**Routing congestion map**

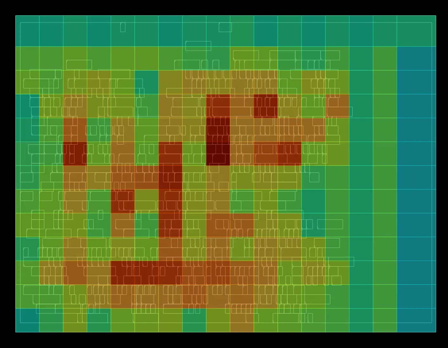
**Met1 routing**

Bar = 20 µm.
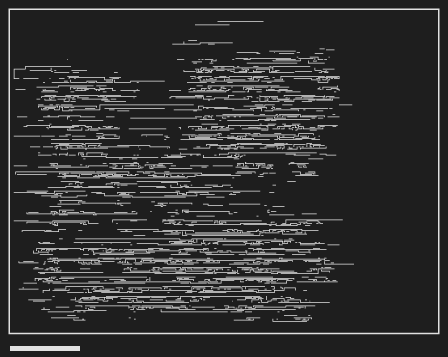
**Cell density map**

Bar = 20 µm. 12 x 9 tiles, from black (low) to pale yellow (high), 0 to 100% covered.
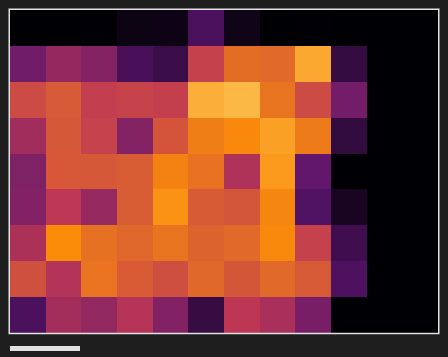
**Met2 routing**

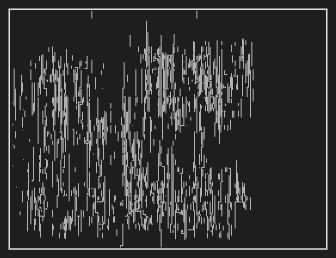
**Wire density map**

Bar = 20 µm. 24 x 18 tiles, from black (low) to pale yellow (high), scaled to the fullest tile. Values are wire area over tile area, all layers added.
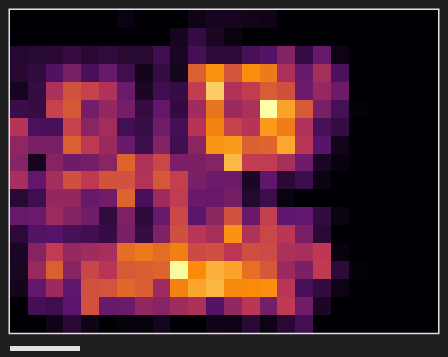
### config.mk
export PLATFORM = sky130hd
export DESIGN_NAME = lcd_byte_scheduler
export DESIGN_NICKNAME = d
export VERILOG_FILES = /design/src/rtl/lcd_pkg.sv /design/src/rtl/lcd_delay_timer.sv /design/src/rtl/lcd_byte_scheduler.sv
export SDC_FILE = /design/constraint.sdc
export NUM_CORES = 1
export LEC_CHECK = 0
export ABC_AREA = 1
export CAP_MARGIN = 20
export CORE_ASPECT_RATIO = 0.75
export CORE_MARGIN = 1
export CORE_UTILIZATION = 32
export CTS_CLUSTER_SIZE = 14
export DETAILED_ROUTE_END_ITERATION = 6
export SLEW_MARGIN = 20
export SYNTH_ARGS = -nofsm -noshare
export SYNTH_HDL_FRONTEND = slang
export SYNTH_SLANG_ARGS = --single-unit
### constraint.sdc
create_clock -name clk -period 1.76 [get_ports clk]
set_input_delay 0.176 -clock clk [delete_from_list [all_inputs] [get_ports clk]]
set_output_delay 0.176 -clock clk [all_outputs]
set_load 0.01 [all_outputs]
### src/rtl/lcd_pkg.sv
// Shared LCD definitions: PCF8574 expander bit map, scheduler states, HD44780 opcodes.
// Latency: n/a (package).
// Backpressure: n/a (package).
package lcd_pkg;

   // PCF8574 backpack wiring: D4..D7 occupy bits 4..7.
   localparam int RS_BIT = 0;
   localparam int RW_BIT = 1;
   localparam int EN_BIT = 2;
   localparam int BL_BIT = 3;
   localparam int D4_BIT = 4;

   typedef enum logic [2:0] {
      ST_IDLE    = 3'd0,
      ST_ISSUE   = 3'd1,
      ST_WAIT_HI = 3'd2,
      ST_WAIT_LO = 3'd3,
      ST_DELAY   = 3'd4
   } state_t;

   localparam logic [7:0] OP_CLEAR        = 8'h01;
   localparam logic [7:0] OP_HOME         = 8'h02;
   localparam logic [7:0] OP_FUNC_4BIT_2L = 8'h28;
   localparam logic [7:0] OP_DISP_ON      = 8'h0C;
   localparam logic [7:0] OP_ENTRY_INC    = 8'h06;
   localparam logic [7:0] OP_DDRAM_L2     = 8'hC0;

   // Expander byte for nibble slot idx: idx[1] picks low nibble, idx[0]=0 is the EN=1 phase.
   function automatic logic [7:0] make_frame(input logic rs, input logic [7:0] d,
                                             input logic [1:0] idx, input logic bl);
      logic [7:0] f;
      f                 = '0;
      f[D4_BIT +: 4]    = idx[1] ? d[3:0] : d[7:4];
      f[BL_BIT]         = bl;
      f[EN_BIT]         = ~idx[0];
      f[RW_BIT]         = 1'b0;
      f[RS_BIT]         = rs;
      return f;
   endfunction

   // Clear/home (and 0x03, which the controller also treats as home) need the long hold-off.
   function automatic logic is_long_cmd(input logic rs, input logic [7:0] d);
      return !rs && (d == OP_CLEAR || d == OP_HOME || d == 8'h03);
   endfunction

endpackage

### src/rtl/lcd_delay_timer.sv
// Load/count-down timer for the post-byte hold-off.
// Latency: done goes high load_val cycles after the load cycle.
// Backpressure: none; load overrides an in-progress count.
// Ports: clk, reset_n (sync, active low), load + load_val start a count, done = count is zero.
module lcd_delay_timer #(
   parameter int W = 18
) (
   input  logic         clk,
   input  logic         reset_n,
   input  logic         load,
   input  logic [W-1:0] load_val,
   output logic         done
);

   logic [W-1:0] cnt;

   always_ff @(posedge clk) begin
      if (!reset_n) begin
         cnt <= '0;
      end else if (load) begin
         cnt <= load_val;
      end else if (cnt != '0) begin
         cnt <= cnt - W'(1);
      end
   end

   assign done = (cnt == '0);

endmodule

### src/rtl/lcd_byte_scheduler.sv
// Splits (rs, byte) LCD commands into four PCF8574 writes via i2c_master, then holds off.
// Latency: accept -> first i2c_ena 2 cycles; byte done after 4 I2C transactions + hold-off.
// Backpressure: in_ready high only in IDLE; one byte in flight at a time.
// Ports: in_valid/in_ready/in_rs/in_data command port; i2c_ena/i2c_data_wr/i2c_busy/
//        i2c_ack_error to i2c_master; idle status; err_sticky latched error, cleared by err_clr.
module lcd_byte_scheduler
   import lcd_pkg::*;
#(
   parameter int CLK_HZ       = 100_000_000,
   parameter int CMD_DELAY_US = 50,
   parameter int CLR_DELAY_US = 2000,
   parameter int BACKLIGHT    = 1,
   parameter int BUSY_TO_CYC  = 1_000_000
) (
   input  logic       clk,
   input  logic       reset_n,
   input  logic       in_valid,
   output logic       in_ready,
   input  logic       in_rs,
   input  logic [7:0] in_data,
   output logic       i2c_ena,
   output logic [7:0] i2c_data_wr,
   input  logic       i2c_busy,
   input  logic       i2c_ack_error,
   output logic       idle,
   output logic       err_sticky,
   input  logic       err_clr
);

   localparam int CYC_PER_US = CLK_HZ / 1_000_000;
   localparam int CMD_CYC    = CYC_PER_US * CMD_DELAY_US;
   localparam int CLR_CYC    = CYC_PER_US * CLR_DELAY_US;
   localparam int MAX_CYC    = (CLR_CYC > CMD_CYC) ? CLR_CYC : CMD_CYC;
   localparam int DW         = $clog2(MAX_CYC + 1);
   // Timer is loaded with N-1 on the exit edge so DELAY lasts exactly N cycles.
   localparam logic [DW-1:0] CMD_LOAD = DW'(CMD_CYC - 1);
   localparam logic [DW-1:0] CLR_LOAD = DW'(CLR_CYC - 1);
   localparam int TW         = $clog2(BUSY_TO_CYC + 1);
   localparam logic [TW-1:0] TO_LAST  = TW'(BUSY_TO_CYC - 1);
   localparam logic BL       = (BACKLIGHT != 0);

   state_t        state;
   logic          rs_q;
   logic [7:0]    data_q;
   logic [1:0]    nib_idx;
   logic [TW-1:0] busy_to_cnt;

   logic          busy_timeout;
   logic          last_fall;
   logic          err_set;
   logic          dly_load;
   logic [DW-1:0] dly_val;
   logic          dly_done;

   assign busy_timeout = (state == ST_WAIT_HI) && !i2c_busy && (busy_to_cnt == TO_LAST);
   assign last_fall    = (state == ST_WAIT_LO) && !i2c_busy && (nib_idx == 2'd3);
   // Ack errors count only while the transaction is actually running.
   assign err_set      = busy_timeout || ((state == ST_WAIT_LO) && i2c_busy && i2c_ack_error);
   assign dly_load     = busy_timeout || last_fall;
   assign dly_val      = is_long_cmd(rs_q, data_q) ? CLR_LOAD : CMD_LOAD;

   assign in_ready = (state == ST_IDLE);
   assign idle     = (state == ST_IDLE);

   lcd_delay_timer #(.W(DW)) u_delay (
      .clk      (clk),
      .reset_n  (reset_n),
      .load     (dly_load),
      .load_val (dly_val),
      .done     (dly_done)
   );

   always_ff @(posedge clk) begin
      if (!reset_n) begin
         state       <= ST_IDLE;
         rs_q        <= 1'b0;
         data_q      <= 8'h00;
         nib_idx     <= 2'd0;
         busy_to_cnt <= '0;
         i2c_ena     <= 1'b0;
         i2c_data_wr <= {4'b0000, BL, 3'b000};
         err_sticky  <= 1'b0;
      end else begin
         // A new error takes priority over a simultaneous clear.
         if (err_set) begin
            err_sticky <= 1'b1;
         end else if (err_clr) begin
            err_sticky <= 1'b0;
         end

         case (state)
            ST_IDLE: begin
               if (in_valid) begin
                  rs_q        <= in_rs;
                  data_q      <= in_data;
                  nib_idx     <= 2'd0;
                  // Frame is set up a cycle before ena so the master sees stable data.
                  i2c_data_wr <= make_frame(in_rs, in_data, 2'd0, BL);
                  state       <= ST_ISSUE;
               end
            end
            ST_ISSUE: begin
               i2c_ena     <= 1'b1;
               busy_to_cnt <= '0;
               state       <= ST_WAIT_HI;
            end
            ST_WAIT_HI: begin
               if (i2c_busy) begin
                  i2c_ena <= 1'b0;
                  state   <= ST_WAIT_LO;
               end else if (busy_to_cnt == TO_LAST) begin
                  // Master never started: drop the rest of the byte, still honour the hold-off.
                  i2c_ena <= 1'b0;
                  state   <= ST_DELAY;
               end else begin
                  busy_to_cnt <= busy_to_cnt + TW'(1);
               end
            end
            ST_WAIT_LO: begin
               if (!i2c_busy) begin
                  if (nib_idx == 2'd3) begin
                     state <= ST_DELAY;
                  end else begin
                     nib_idx     <= nib_idx + 2'd1;
                     i2c_data_wr <= make_frame(rs_q, data_q, nib_idx + 2'd1, BL);
                     state       <= ST_ISSUE;
                  end
               end
            end
            ST_DELAY: begin
               if (dly_done) begin
                  state <= ST_IDLE;
               end
            end
            default: state <= ST_IDLE;
         endcase
      end
   end

endmodule

==> flow_summary.toml <==
# implementation run metrics
[pwr]
p_seq_share_pct = 28.5
power.switching_mw = 2.80
clockPowerShare_pct = 26.0
p_int_mw = 4.13
comb_power_mw = 3.15

[worst_setup_path]
endpoint = "busy_to_cnt[4]"
worst_r2r_endpoint = "busy_to_cnt[4]"
crit_path_cell_trace = "ha_2, nand3_2, nor2_2, nand3_2, nand2_2, nand2_2, buf_12, nand2_1, nand2_1, nand2_1, nor2_1"
cp-end-kind = "register"
rrSetupSlack_ns = 0.12

[finish]
design_area_um2 = 4390
num-nonclk-buffers = 58
fillCellCount = 1065
sh_seq_area_pct = 27.4
final_core_util_pct = 42.3
nFlopsAndLatches = 60
largest_cell_class = "logic gates"
buffer_area_share_pct = 11.7
nClkBuffers = 12

[synth]
avgSynthCellArea_um2 = 6.31
ys_types = 35
synth-edff-count = 0
synth_warnings = 0
ys_sh_mux_pct = 0

[die]
core_area_um2 = 10400
tap_cells = 136
ios = 27
fp_util_pct = 33.2

[timing]
fin_crit_ns = 1.64
setup_viol = 0
finClkSkew_ns = 0.00547

[job]
maxCapViolations = 0

[outcome]
outcome = "finished clean"

[worst_hold_path]
hold_path_startpoint = "in_data[0]"
whs_endpoint = "data_q[0]"
hold_class = "in2reg"

[placed_design]
gp_congestion = 0.964
hpwl_um = 7110
portBuffers = 24
placed_area_um2 = 4010

[clock_network]
path_clk_slew_ns = 0.05
cts_made_buffers = 9
htreeDepth = 3
cts.sinks = 60

[drt]
antenna_left = 0
wirelength_met1_um = 4790

[global_routing]
grt_max_degree = 25
antenna_found_initial = 0
-- 'routing congestion map' (at the start) --
GRT met2 Usage: 25.7%
wire per inst: 12.7 µm
busiest grt layer: met1

-- 'met1 routing' (at the start) --
longest straight run: 29.7 µm
share of all routed wire: 51%
main direction: horizontal
wire length on this layer: 4790 µm

-- 'cell density map' (at the start) --
mean over tiles: 38%
fullest tile: 85%
densest ninth of the die: middle
nearly empty tiles: 24%
emptiest ninth of the die: right middle
tiles over 75% full: 5.6%

-- 'met2 routing' (at the start) --
main direction: vertical
longest straight run: 30.9 µm
wire length on this layer: 3850 µm

-- 'wire density map' (at the start) --
tiles over half the peak: 19%
mean over tiles: 0.14
emptiest ninth of the die: right middle
fullest tile: 0.55
densest ninth of the die: bottom middle
Vias: 3569
GRT Overall Usage: 18.1%
Routed WL: 9410 µm

